### src/rtl/film_effect_scheduler.sv
// Frame-synchronous configuration and film-effect controller: commits switch settings at
// frame start and steps an LFSR every N frames to drive flicker, grain seed and a scratch column.
module film_effect_scheduler #(
    parameter logic [15:0] LFSR_SEED    = 16'hACE1,
    parameter logic [7:0]  SCRATCH_PROB = 8'd16,
    parameter logic [5:0]  SCRATCH_LIFE = 6'd40,
    parameter logic [9:0]  H_ACTIVE     = 10'd640
) (
    input  logic        clk,
    input  logic        reset,
    input  logic        vga_vs,
    input  logic        effect_en,
    input  logic [5:0]  filter_sw,
    input  logic        grayscale_sw,
    input  logic        sepia_sw,
    input  logic        vignette_sw,
    input  logic [3:0]  key_speed,
    output logic [5:0]  cfg_filter,
    output logic        cfg_grayscale,
    output logic        cfg_sepia,
    output logic        cfg_vignette,
    output logic [7:0]  flicker_gain,
    output logic [15:0] grain_seed,
    output logic [9:0]  scratch_col,
    output logic        scratch_valid,
    output logic        frame_strobe,
    output logic [15:0] frame_count,
    output logic        overrun
);

    localparam logic [15:0] SEED      = (LFSR_SEED == 16'h0) ? 16'hACE1 : LFSR_SEED;
    localparam logic [15:0] LFSR_MASK = 16'hB400;

    typedef enum logic [1:0] {IDLE, ARMED, UPDATE, APPLY} state_t;

    state_t      state_q, state_d;
    logic        vs_s1_q, vs_s1_d, vs_s2_q, vs_s2_d, vs_s3_q, vs_s3_d;
    logic        frame_strobe_q, frame_strobe_d;
    logic [15:0] frame_count_q, frame_count_d;
    logic [5:0]  cfg_filter_q, cfg_filter_d;
    logic        cfg_grayscale_q, cfg_grayscale_d;
    logic        cfg_sepia_q, cfg_sepia_d;
    logic        cfg_vignette_q, cfg_vignette_d;
    logic [2:0]  interval_q, interval_d;
    logic [2:0]  cnt_q, cnt_d;
    logic [15:0] lfsr_q, lfsr_d;
    logic [7:0]  flicker_q, flicker_d;
    logic [15:0] grain_q, grain_d;
    logic [9:0]  col_q, col_d;
    logic        valid_q, valid_d;
    logic [5:0]  life_q, life_d;
    logic        overrun_q, overrun_d;

    logic        fall;
    logic        ival_chg;
    logic [2:0]  key_ival;
    logic [15:0] lfsr_step;
    logic [9:0]  spawn_raw, spawn_col;
    logic [5:0]  life_nxt;

    // Interval stored as reload value (frames - 1); highest pressed key wins.
    always_comb begin
        if (key_speed[3])      key_ival = 3'd7;
        else if (key_speed[2]) key_ival = 3'd3;
        else if (key_speed[1]) key_ival = 3'd1;
        else                   key_ival = 3'd0;
    end

    assign fall      = vs_s3_q & ~vs_s2_q;
    assign lfsr_step = lfsr_q[0] ? ((lfsr_q >> 1) ^ LFSR_MASK) : (lfsr_q >> 1);
    assign spawn_raw = lfsr_q[15:6];
    assign spawn_col = (spawn_raw >= H_ACTIVE) ? (spawn_raw - H_ACTIVE) : spawn_raw;
    assign life_nxt  = life_q - 6'd1;

    always_comb begin
        state_d         = state_q;
        vs_s1_d         = vga_vs;
        vs_s2_d         = vs_s1_q;
        vs_s3_d         = vs_s2_q;
        frame_strobe_d  = fall;
        frame_count_d   = frame_count_q;
        cfg_filter_d    = cfg_filter_q;
        cfg_grayscale_d = cfg_grayscale_q;
        cfg_sepia_d     = cfg_sepia_q;
        cfg_vignette_d  = cfg_vignette_q;
        interval_d      = interval_q;
        cnt_d           = cnt_q;
        lfsr_d          = lfsr_q;
        flicker_d       = flicker_q;
        grain_d         = grain_q;
        col_d           = col_q;
        valid_d         = valid_q;
        life_d          = life_q;
        overrun_d       = overrun_q;
        ival_chg        = 1'b0;

        if (fall) begin
            frame_count_d   = frame_count_q + 16'd1;
            cfg_filter_d    = filter_sw;
            cfg_grayscale_d = grayscale_sw;
            cfg_sepia_d     = sepia_sw;
            cfg_vignette_d  = vignette_sw;
            if ((|key_speed) && (key_ival != interval_q)) begin
                ival_chg   = 1'b1;
                interval_d = key_ival;
                cnt_d      = key_ival;
            end
        end

        case (state_q)
            IDLE: begin
                flicker_d = 8'd255;
                valid_d   = 1'b0;
                if (fall && effect_en) state_d = ARMED;
            end
            ARMED: begin
                if (fall) begin
                    if (!effect_en) begin
                        state_d = IDLE;
                    end else if (!ival_chg) begin
                        if (cnt_q == 3'd0) begin
                            cnt_d   = interval_q;
                            state_d = UPDATE;
                        end else begin
                            cnt_d = cnt_q - 3'd1;
                        end
                    end
                end
            end
            UPDATE: begin
                lfsr_d  = lfsr_step;
                state_d = APPLY;
                if (fall) overrun_d = 1'b1;
            end
            APPLY: begin
                flicker_d = 8'd224 + {3'b000, lfsr_q[4:0]};
                grain_d   = lfsr_q;
                if (valid_q) begin
                    life_d = life_nxt;
                    if (lfsr_q[8]) begin
                        if (col_q < H_ACTIVE - 10'd1) col_d = col_q + 10'd1;
                    end else begin
                        if (col_q != 10'd0) col_d = col_q - 10'd1;
                    end
                    if (life_nxt == 6'd0) valid_d = 1'b0;
                end else if (lfsr_q[7:0] < SCRATCH_PROB) begin
                    col_d   = spawn_col;
                    life_d  = SCRATCH_LIFE;
                    valid_d = 1'b1;
                end
                state_d = ARMED;
                if (fall) overrun_d = 1'b1;
            end
            default: state_d = IDLE;
        endcase
    end

    // Sync flops reset high so an idle-high vga_vs produces no strobe after reset.
    always_ff @(posedge clk) begin
        if (reset) begin
            state_q         <= IDLE;
            vs_s1_q         <= 1'b1;
            vs_s2_q         <= 1'b1;
            vs_s3_q         <= 1'b1;
            frame_strobe_q  <= 1'b0;
            frame_count_q   <= 16'd0;
            cfg_filter_q    <= 6'd0;
            cfg_grayscale_q <= 1'b0;
            cfg_sepia_q     <= 1'b0;
            cfg_vignette_q  <= 1'b0;
            interval_q      <= 3'd0;
            cnt_q           <= 3'd0;
            lfsr_q          <= SEED;
            flicker_q       <= 8'd255;
            grain_q         <= SEED;
            col_q           <= 10'd0;
            valid_q         <= 1'b0;
            life_q          <= 6'd0;
            overrun_q       <= 1'b0;
        end else begin
            state_q         <= state_d;
            vs_s1_q         <= vs_s1_d;
            vs_s2_q         <= vs_s2_d;
            vs_s3_q         <= vs_s3_d;
            frame_strobe_q  <= frame_strobe_d;
            frame_count_q   <= frame_count_d;
            cfg_filter_q    <= cfg_filter_d;
            cfg_grayscale_q <= cfg_grayscale_d;
            cfg_sepia_q     <= cfg_sepia_d;
            cfg_vignette_q  <= cfg_vignette_d;
            interval_q      <= interval_d;
            cnt_q           <= cnt_d;
            lfsr_q          <= lfsr_d;
            flicker_q       <= flicker_d;
            grain_q         <= grain_d;
            col_q           <= col_d;
            valid_q         <= valid_d;
            life_q          <= life_d;
            overrun_q       <= overrun_d;
        end
    end

    assign cfg_filter    = cfg_filter_q;
    assign cfg_grayscale = cfg_grayscale_q;
    assign cfg_sepia     = cfg_sepia_q;
    assign cfg_vignette  = cfg_vignette_q;
    assign flicker_gain  = flicker_q;
    assign grain_seed    = grain_q;
    assign scratch_col   = col_q;
    assign scratch_valid = valid_q;
    assign frame_strobe  = frame_strobe_q;
    assign frame_count   = frame_count_q;
    assign overrun       = overrun_q;

endmodule

### config.mk
export PLATFORM = sky130hd
export DESIGN_NAME = film_effect_scheduler
export DESIGN_NICKNAME = d
export VERILOG_FILES = /design/src/rtl/film_effect_scheduler.sv
export SDC_FILE = /design/constraint.sdc
export NUM_CORES = 1
export LEC_CHECK = 0
export CORE_MARGIN = 5
export CORE_UTILIZATION = 55
export CTS_CLUSTER_SIZE = 24
export DETAILED_ROUTE_END_ITERATION = 12
export PLACE_DENSITY = 0.89
export SLEW_MARGIN = 20
export SYNTH_ARGS = -nofsm -noshare
export SYNTH_HDL_FRONTEND = slang
export SYNTH_SLANG_ARGS = --single-unit
### constraint.sdc
create_clock -name clk -period 5.12 [get_ports clk]
set_input_delay 1.024 -clock clk [delete_from_list [all_inputs] [get_ports clk]]
set_output_delay 1.024 -clock clk [all_outputs]
set_load 0.1 [all_outputs]
Figure 1. Cell placement (run 1).
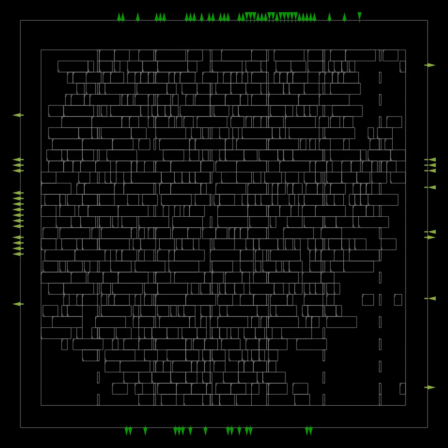
fillers: 616
fraction of area in registers: 0.3460
Final Core Density: 0.6852
Final Non-Filler Cells: 671

Figure 2. Pin placement (run 1).
Pins as bars across the die edge, other pins in grey.
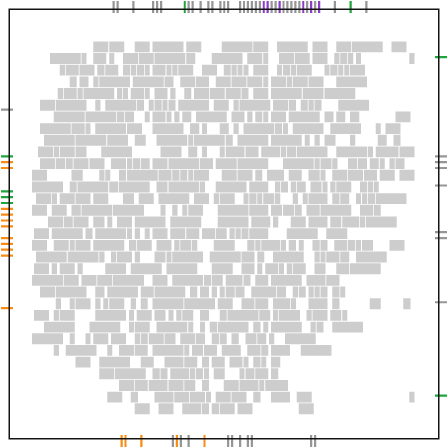
- grain_seed: orange (pins 16; direction output; edge 11 left, 5 bottom)
- cfg_filter: purple (pins 6; direction output; edge top)
- flicker_gain: green (pins 8; direction output; edge 4 left, 2 top, 2 right)

Figure 3. Clock network drawn from the DEF (run 1).
The bar under the picture is 20 um long.
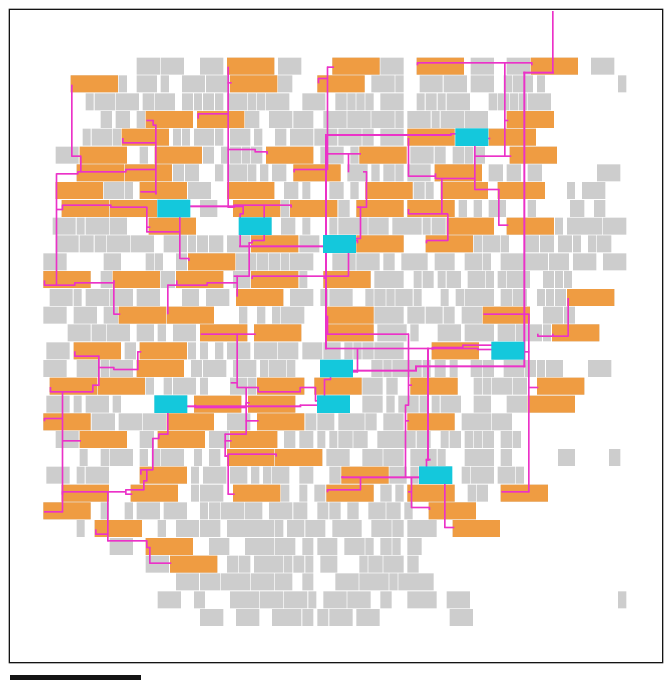
- flip-flops: orange (count 92)
- clock-net drivers: cyan (count 9)
- clock wires: magenta (length 960 um)
- routed clock nets: 10

==> results.cfg, run 1 <==
; physical design summary
[final_timing]
hold_viol_final = 0
layout_setup_ws_ns = 2.004
clock_skew_ns = 0.01009
finalCriticalPeriod_ns = 3.116
setup_viol = 0
fmaxAchievable_mhz = 321.0
relSlewSlack = 0.3269
tns_ns = 0

[logic_synthesis]
ys_seq_frac = 0.4162
avgSynthCellArea_sq_um = 8.816
ff_type = dfxtp_1
syn_area_sq_mm = 0.004425
synthCells = 502
mux_area_frac = 0.09330
synthSimpleGateAreaFrac = 0.1934
xor_share = 0.05739
synth-edff-count = 0
adder_share = 0.05824
ys_sh_aoi = 0.1241
logic_family = simple AND/OR/NAND/NOR gates

[cts]
cts_htree_levels = 3
post_cts_buffers = 0

[route]
drtIter0Drc = 223
wl_per_cell_um = 14.56
dr_wl_met3_um = 364
drc_errors = 0
wl_met1_um = 4332
dr_total_vias = 3663
wl_met2_um = 4964

[die]
pin_count = 79
num_rows = 32
design.core.area_sq_mm = 0.007767
fp_util = 0.5697
die_h_um = 99.70
chipArea_sq_mm = 0.009940

[min_path]
hp-class = flop to flop

[final_layout]
lay_top_cells = 92 x dfxtp_1, 74 x clkdlybuf4s50_1, 70 x nor2_1
drive_gt1_frac = 0.05624
final_area_sq_mm = 0.005323
clkCellAreaFrac = 0.03244
layout.nets = 602
mostFrequentLayoutCell = dfxtp_1
area_delta_synth_final_pct = 20.27
buffers = 79
n_antenna_cell = 0
logic_area_sq_mm = 0.002341
clock_buffers = 9
buf_share = 0.1457
flop_area_sq_mm = 0.001842

[grt]
track_usage = 0.1996
grt_util_met2 = 0.3412
grt-ovfl-total = 0
grt_pass1_wl_um = 16390
grt_pass1_vias = 3411

[setup_path]
cp-endpoint = scratch_col[0]
ff2ff_path_depth = 8
r2r-start = lfsr_q[8]
start_kind = flop
r2r_setup_slack_ns = 2.40
critPathKind = flop to output port
crit_cells = 1
worstSetupStartpoint = scratch_col[0]
path_delay_family = buffers and inverters
critPathBufInv = 1
cp_slowest_stage_delay_ns = 1.20
worstReg2RegEnd = scratch_col[9]
cp_slowest_cell = clkdlybuf4s50_1

[power_and_ir_drop]
switching_share = 0.2748
power_frac_comb = 0.112
clock_power_uw = 435
cellLeakagePower_nw = 1.900
total_power_mw = 1.319
p_int_uw = 956.3
p_seq_uw = 736

[run]
maxCapViolations = 0
warning_count = 32

[placement]
dp_cells = 656
place.gp.congestion = 0.9321
post-place-ws_ns = 2.123
io_buffers = 75
dpl.hpwl_um = 6951

[status]
status = finished clean
==> run 1: Yosys cell counts, drive strengths merged, types with 2 or more instances <==
cell type / count
o211ai: 2
and3: 4
o21ai: 23
nand2: 56
mux2: 2
a2111oi: 2
nand4: 7
inv: 17
clkbuf: 19
buf: 9
nor2: 71
nand2b: 3
mux2i: 39
xor2: 14
nor3b: 6
or3: 5
nand3: 13
nor2b: 7
a211oi: 9
nor4: 2
a311oi: 2
o31ai: 2
o21bai: 2
ha: 19
a31oi: 3
or2: 3
a21o: 3
xnor2: 15
nor3: 7
dfxtp: 92
a21oi: 30
a221oi: 2
Figure 4. Metal layers overlaid (run 1).
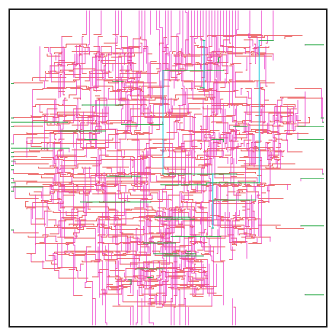

==> run 2: changes to the inputs <==
CORE_UTILIZATION = 53   (was 55)
PLACE_DENSITY = 0.86   (was 0.89)
clock period = 2.95 ns   (was 5.12 ns; I/O delays follow)
Figure 5. Metal layers overlaid (run 2).
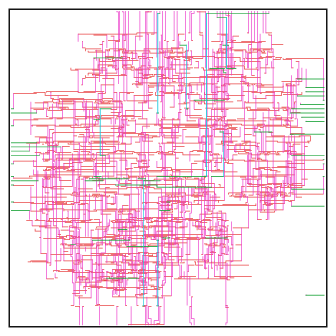
- M3: green (wire length 383 um)
- M2: magenta (wire length 4770 um)
- M1: red (wire length 4260 um)
- M4: cyan (wire length 212 um)

==> run 2 against run 1 <==
  * Highest routed layer unchanged
  * Total power is 68% higher
  * Critical path depth increased by 7
  * Wire length fell by 1.5%
  * Sequential share of layout area grew 1.2 points
==> results.cfg, run 2 <==
; physical design summary
[final_timing]
hold_viol_final = 0
clock_skew_ns = 0.009870
finalCriticalPeriod_ns = 2.487
setup_viol = 0
relSlewSlack = 0.3409
fmaxAchievable_mhz = 402.0
layout_setup_ws_ns = 0.4627
slew_viol_final = 0

[setup_path]
start_kind = flop
cp_slowest_stage_delay_ns = 0.52
cp_slowest_cell = dfxtp_1
r2r-start = lfsr_q[8]
critPathBufInv = 1
worstSetupStartpoint = lfsr_q[8]
path_delay_family = AND-OR/OR-AND gates

[cts]
post_cts_buffers = 0
cts_htree_levels = 3

[final_layout]
layout.nets = 602
fin_util = 0.6301
final_area_sq_mm = 0.005151
fill_cells = 710
lay_top_cells = 92 x dfxtp_1, 70 x nor2_1, 63 x buf_4
n_antenna_cell = 0
drive_gt1_frac = 0.1552
fin_cells = 672
area_delta_synth_final_pct = 16.40

[logic_synthesis]
logic_family = simple AND/OR/NAND/NOR gates
ys_sh_aoi = 0.1241
most_common_cell = dfxtp_1
mux_area_frac = 0.09330
syn_area_sq_mm = 0.004425
adder_share = 0.05824
avgSynthCellArea_sq_um = 8.816
ys_seq_frac = 0.4162
synth-edff-count = 0
synth.top_cells.by_count = 92 x dfxtp_1, 70 x nor2_1, 56 x nand2_1
ff_type = dfxtp_1
synthCells = 502
synthSimpleGateAreaFrac = 0.1934
xor_share = 0.05739
ys_chip_area_sq_mm = 0.004425

[placement]
io_buffers = 75
place.gp.congestion = 0.9251
dpl.hpwl_um = 6877
dp_cells = 659
post-place-ws_ns = 0.3860

[grt]
grt_util_met3 = 0.03168
grt_pass1_vias = 3499
grt_pass1_wl_um = 16100
track_usage = 0.1918
grt-ovfl-total = 0

[power_and_ir_drop]
total_power_mw = 2.217
p_seq_mw = 1.28
clock_power_uw = 689
power_frac_comb = 0.114
p_int_mw = 1.636
switching_share = 0.2620
cellLeakagePower_nw = 1.980
power.share.clock = 0.311

[die]
chipArea_sq_mm = 0.01028
design.core.area_sq_mm = 0.008175
pin_count = 79
fp_util = 0.5413
num_rows = 33

[status]
status = finished clean

[route]
wl_per_cell_um = 14.32
drtIter0Drc = 153
dr_total_vias = 3636
wl_met1_um = 4255
dr_wl_met3_um = 383

[run]
maxCapViolations = 0
warning_count = 32

[min_path]
hp-class = flop to flop
==> run 2: cell counts after synthesis <==
No cell type changed its count.
==> run 2: path summary, 6_finish.rpt <==
path / to / slack, ns / cells past startpoint
min: vs_s2_q / 0.44 / 1
max reg2reg: scratch_col[8] / 0.46 / 8
max: scratch_col[8] / 0.46 / 8
min reg2reg: vs_s2_q / 0.44 / 1
==> run 2: cell type report <==
class | count | area [sq um] | area share
well taps | 105 | 131.4 | 0.02550
flip-flops and latches | 92 | 1842 | 0.3575
clock inverters | 3 | 17.52 | 0.003401
inverters | 17 | 63.81 | 0.01239
repair buffers | 79 | 628.1 | 0.1219
multi-input cells | 366 | 2341 | 0.4545
clock buffers | 10 | 127.6 | 0.02478
Figure 6. Cells coloured by class (run 2).
Fill, decap, tap and diode cells in grey.
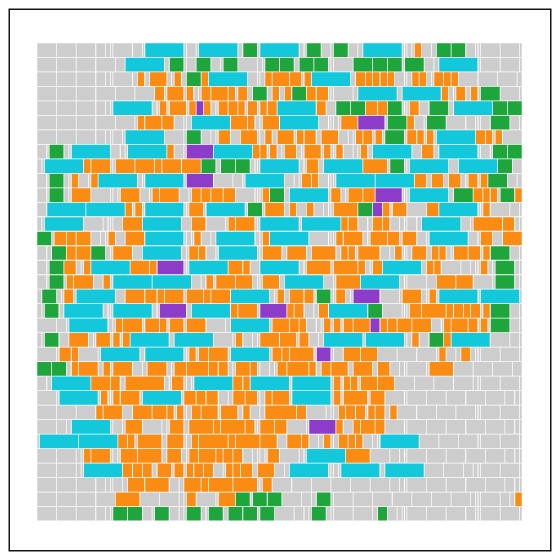

==> run 3: changes to the inputs <==
CORE_UTILIZATION = 48   (was 53)
PLACE_DENSITY = 0.83   (was 0.86)
clock period = 2.1 ns   (was 2.95 ns; I/O delays follow)
Figure 7. Cells coloured by class (run 3).
Fill, decap, tap and diode cells in grey.
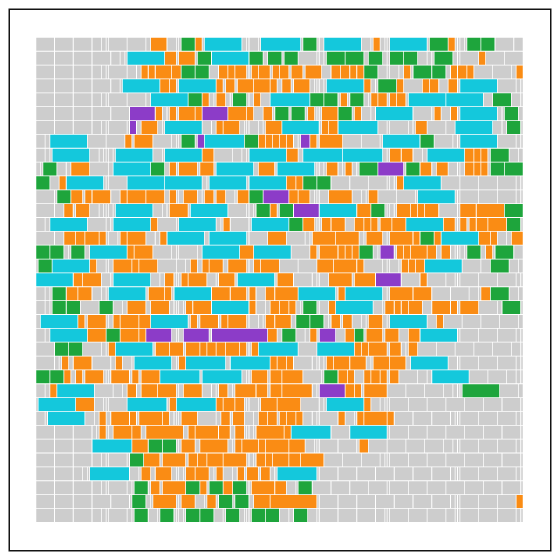
- remaining buffers and delay cells: green (cells 99; share of their area 15%)
- remaining logic cells: orange (cells 383; share of their area 46%)
- registers: cyan (cells 92; share of their area 35%)
- clock drivers and dummy loads: purple (cells 15; share of their area 3.5%)

==> run 3 against run 2 <==
  * Critical path depth unchanged
  * Utilization down 3.5 points
  * Critical path type unchanged
  * Sequential share of layout area fell by 1.4 points
  * Clock power grew 65%
  * Design area increased by 5.2%
  * Global-route usage fell by 0.99 points
  * Maximum frequency is 25% higher
  * Die area is 9.4% higher
  * Worst setup slack got worse by 0.36 ns
  * Wire length rose by 5.1%
  * Combinational power increased by 48%
  * Flip-flop count did not move
==> results.cfg, run 3 <==
; physical design summary
[logic_synthesis]
area_leaders = dfxtp_1 42%, mux2i_1 8.8%, nor2_1 5.9%, ha_1 5.4%, nand2_1 4.7%
synth_top_area_share = 0.4162
synth.top_cells.by_count = 92 x dfxtp_1, 70 x nor2_1, 56 x nand2_1
ys_types = 55
synthCells = 502
ys_seq_frac = 0.4162
synthArstFlopShare = 0
numSynthFlops = 92
mux_area_frac = 0.09330
most_common_cell = dfxtp_1
xor_share = 0.05739
ff_type = dfxtp_1
logic_family = simple AND/OR/NAND/NOR gates
avgSynthCellArea_sq_um = 8.816
ys_chip_area_sq_mm = 0.004425
synth-edff-count = 0
ys_sh_aoi = 0.1241
yosys_warnings = 0
adder_share = 0.05824
synthSimpleGateAreaFrac = 0.1934
syn_area_sq_mm = 0.004425

[run]
maxCapViolations = 0
warning_count = 34

[final_timing]
setup_viol = 0
relSlewSlack = 0.5631
tns_ns = 0
rsz0062_at_grt = true
finalCriticalPeriod_ns = 1.993
fmaxAchievable_mhz = 501.7
slew_viol_final = 0
clock_skew_ns = 0.007345
layout_setup_ws_ns = 0.1069
hold_viol_final = 0

[power_and_ir_drop]
p_per_area_mw_per_mm2 = 610.0
power.share.clock = 0.345
p_int_mw = 2.456
cellLeakagePower_nw = 2.113
switching_share = 0.2569
comb_power_uw = 373
p_seq_mw = 1.79
total_power_mw = 3.305
clock_power_mw = 1.14
maxPowerGroup = sequential cells
vdd.ir_drop.worst_mv = 0.4773
power_frac_comb = 0.113

[placement]
dpl.hpwl_um = 7360
io_buffers = 75
post-place-ws_ns = -0.2061
dp_cells = 685
place.gp.congestion = 0.8161

[setup_path]
critPathBufInv = 1
critPathKind = flop to flop
cp-endpoint = scratch_col[9]
cp_slowest_cell = dfxtp_2
cp_slowest_stage_delay_ns = 0.34
crit_fanout = 7
ff2ff_path_depth = 8
crit_cells = 8
worstSetupStartpoint = lfsr_q[8]
r2r-start = lfsr_q[8]
worstReg2RegEnd = scratch_col[9]
start_kind = flop
path_delay_family = AND-OR/OR-AND gates
r2r_setup_slack_ns = 0.11
cp_data_arrival_time_ns = 2.27

[grt]
grt_pass1_wl_um = 17080
busiest_layer = met2
track_usage = 0.1819
grt_pass1_vias = 3667
grt_util_met2 = 0.3283
grt-ovfl-total = 0
grt_util_met3 = 0.04189

[min_path]
hold_depth = 2
hp-class = input pin to flop
worstHoldStart = reset
holdPathEnd = scratch_valid

[cts]
post_cts_buffers = 0
cts-hold-fix-buffers = 0
numClockSinks = 92
clockRootBuffer = clkbuf_8
cts_htree_levels = 3

[final_layout]
n_antenna_cell = 0
logic_area_sq_mm = 0.002379
layout.nets = 622
area_delta_synth_final_pct = 22.42
fin_util = 0.5948
drive_gt1_frac = 0.2258
fin_cells = 700
flop_area_sq_mm = 0.001863
fill_cells = 784
final_area_sq_mm = 0.005418
lay_top_cells = 82 x buf_4, 75 x dfxtp_1, 70 x nor2_1
mostFrequentLayoutCell = buf_4

[route]
highest_layer = met4
drtIter0Drc = 152
wl_met1_um = 4286
viasPerCell = 5.344
antenna_left = 0
dr_wl_met3_um = 360
wl_met2_um = 5195
drc_errors = 0
first_pass_iters = 5
dr_total_vias = 3741
wl_per_cell_um = 14.44

[die]
chipArea_sq_mm = 0.01124
die_h_um = 106.0
num_rows = 35
design.core.area_sq_mm = 0.009109
pin_count = 79
fp_util = 0.4859

[status]
status = finished clean
==> run 3: cell counts after synthesis <==
Identical to the previous run, type by type.
==> run 3: layout make-up <==
class	instances	area share
repair buffers	99	0.1460
flip-flops and latches	92	0.3439
inverters	17	0.01178
clock buffers	11	0.02425
multi-input cells	366	0.4390
clock inverters	4	0.009469
well taps	111	0.02564
==> run 3: kinds of logic (layout without fill, tap and decap cells) <==
family	Yosys count	in the layout
buffers and inverters	46	131
AND/OR/NAND/NOR	188	188
AND-OR/OR-AND	85	85
adder cells (fa/ha/maj)	20	20
other	1	3
flip-flops	92	92
XOR/XNOR	29	29
multiplexers	41	41
==> run 3: repair_timing <==
action,CTS,global route
resized,1,9
pin swaps,0,6
endpoints found under the setup margin,1,6
Power and IR drop assume default switching activity.
